### Cells colored by class

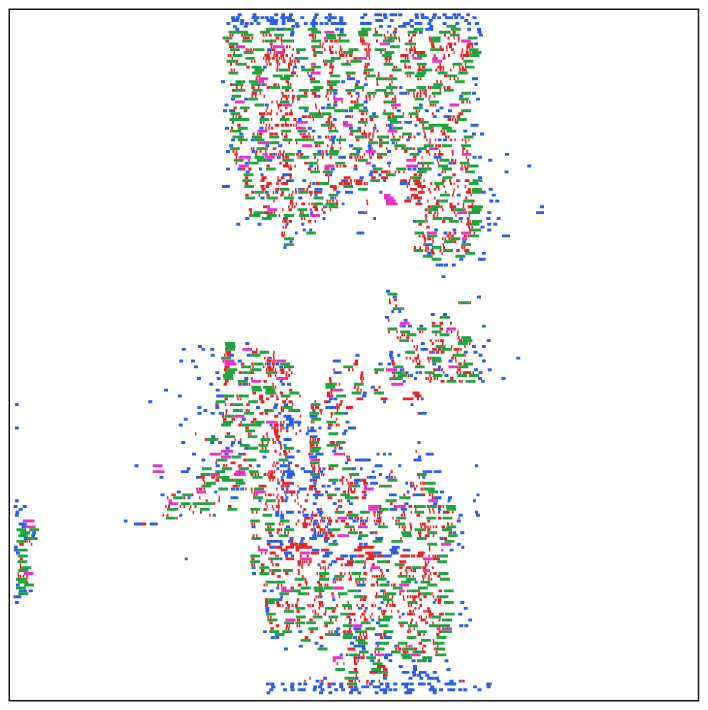
### The clock network

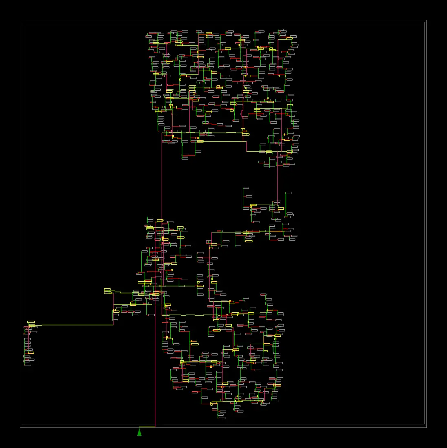
### Port wiring

The bar under the picture is 200 um long.
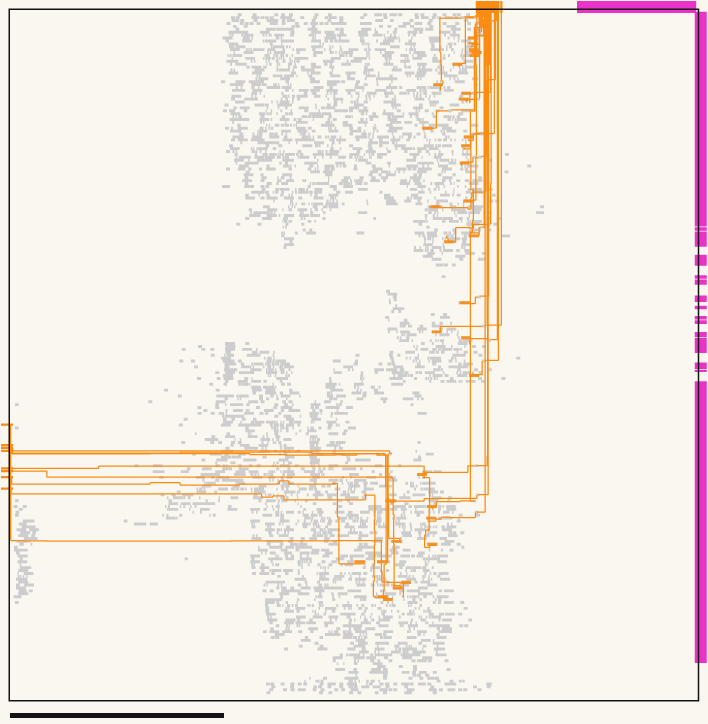
==> config.mk <==
export PLATFORM = sky130hd
export DESIGN_NAME = axi4_lite_regfile_p
export DESIGN_NICKNAME = d
export VERILOG_FILES = /design/src/rtl/axi_lite_pkg.sv /design/src/rtl/axi_lite_addr_decode.sv /design/src/rtl/axi4_lite_regfile_p.sv
export SDC_FILE = /design/constraint.sdc
export NUM_CORES = 1
export LEC_CHECK = 0
export ABC_AREA = 1
export CORE_AREA = 3 3 640 642
export DETAILED_ROUTE_END_ITERATION = 12
export DIE_AREA = 0 0 643 645
export PLACE_DENSITY = 0.35
export SLEW_MARGIN = 20
export SYNTH_ARGS = -nofsm -noshare
export SYNTH_HDL_FRONTEND = slang
export SYNTH_SLANG_ARGS = --single-unit
==> constraint.sdc <==
create_clock -name clk -period 2.53 [get_ports clk]
set_input_delay 0.3795 -clock clk [delete_from_list [all_inputs] [get_ports clk]]
set_output_delay 0.3795 -clock clk [all_outputs]
set_load 0.01 [all_outputs]
==> changes_impl.md <==
### Physical design

- Outcome: completed
- Minimum setup slack among reg-to-reg paths: 0.03 ns
- Critical-path cell list: nor4_4 > inv_4 > buf_4 > nor3_1 > buf_4 > nand3_1 > nor2_1
- Worst Tran Pin Value: 0.944 ns
- Count of warnings emitted by yosys: 0
- Number of nets at the end of the flow: 5,050
- Post-layout period usage of the worst path: 98.7%
- Met2 Track Usage GR: 18.3%
- Async set-or-reset flop fraction in the synthesized netlist: 100%
- Power attributed to combinational cells: 4.85 mW
- Log Warnings: 1,028
- Min cycle time layout: 2.50 ns
- Max capacitance violation total: 0
- Area share of fa/ha/maj cells after synthesis: 0%
- Post-DR wirelength/cell: 23.2 um
- Sequential cell fraction of total power: 38.4%
- Number of nets at floorplan: 4,270
- Setup violators final: 0
- Longest Clk Path Bufs: 3
- Final std cells w/o fill: 9,460
- Combinational cell fraction of total power: 17.5%
- Number of inserted filler cells in the final layout: 46.7k
- Type of the tightest min-delay check: input port to async pin
-- 'Cells colored by class' (at the start) --
legend:
  remaining logic cells:
    color: red
    cells: 2,391
  clock drivers and dummy loads:
    color: magenta
    cells: 139
  registers:
    color: green
    cells: 619
  remaining buffers and delay cells:
    color: blue
    cells: 871
summed area of non-filler cells in the final layout: 45,500 um^2
final design utilization: 11.2%
area of the core: 405,000 um^2

-- 'The clock network' (at the start) --
clock skew: 0.0697 ns
Insertion Delay late pin: 0.72 ns
clock group power: 12.2 mW

-- 'Port wiring' (at the start) --
legend:
  `hw_set_i`:
    color: magenta
    bits: 512
    direction: input
    edge: 392 right, 120 top
    end_cells: 0
    buffers: 0
  `rdata`:
    color: orange
    bits: 32
    direction: output
    edge: 24 top, 8 left
    end_cells: 32
    buffers: 32
    wire: 9,390 um
IO Count: 1,660
port bufs: 635

No activity file was given, so power comes from the tool's default toggle rates.
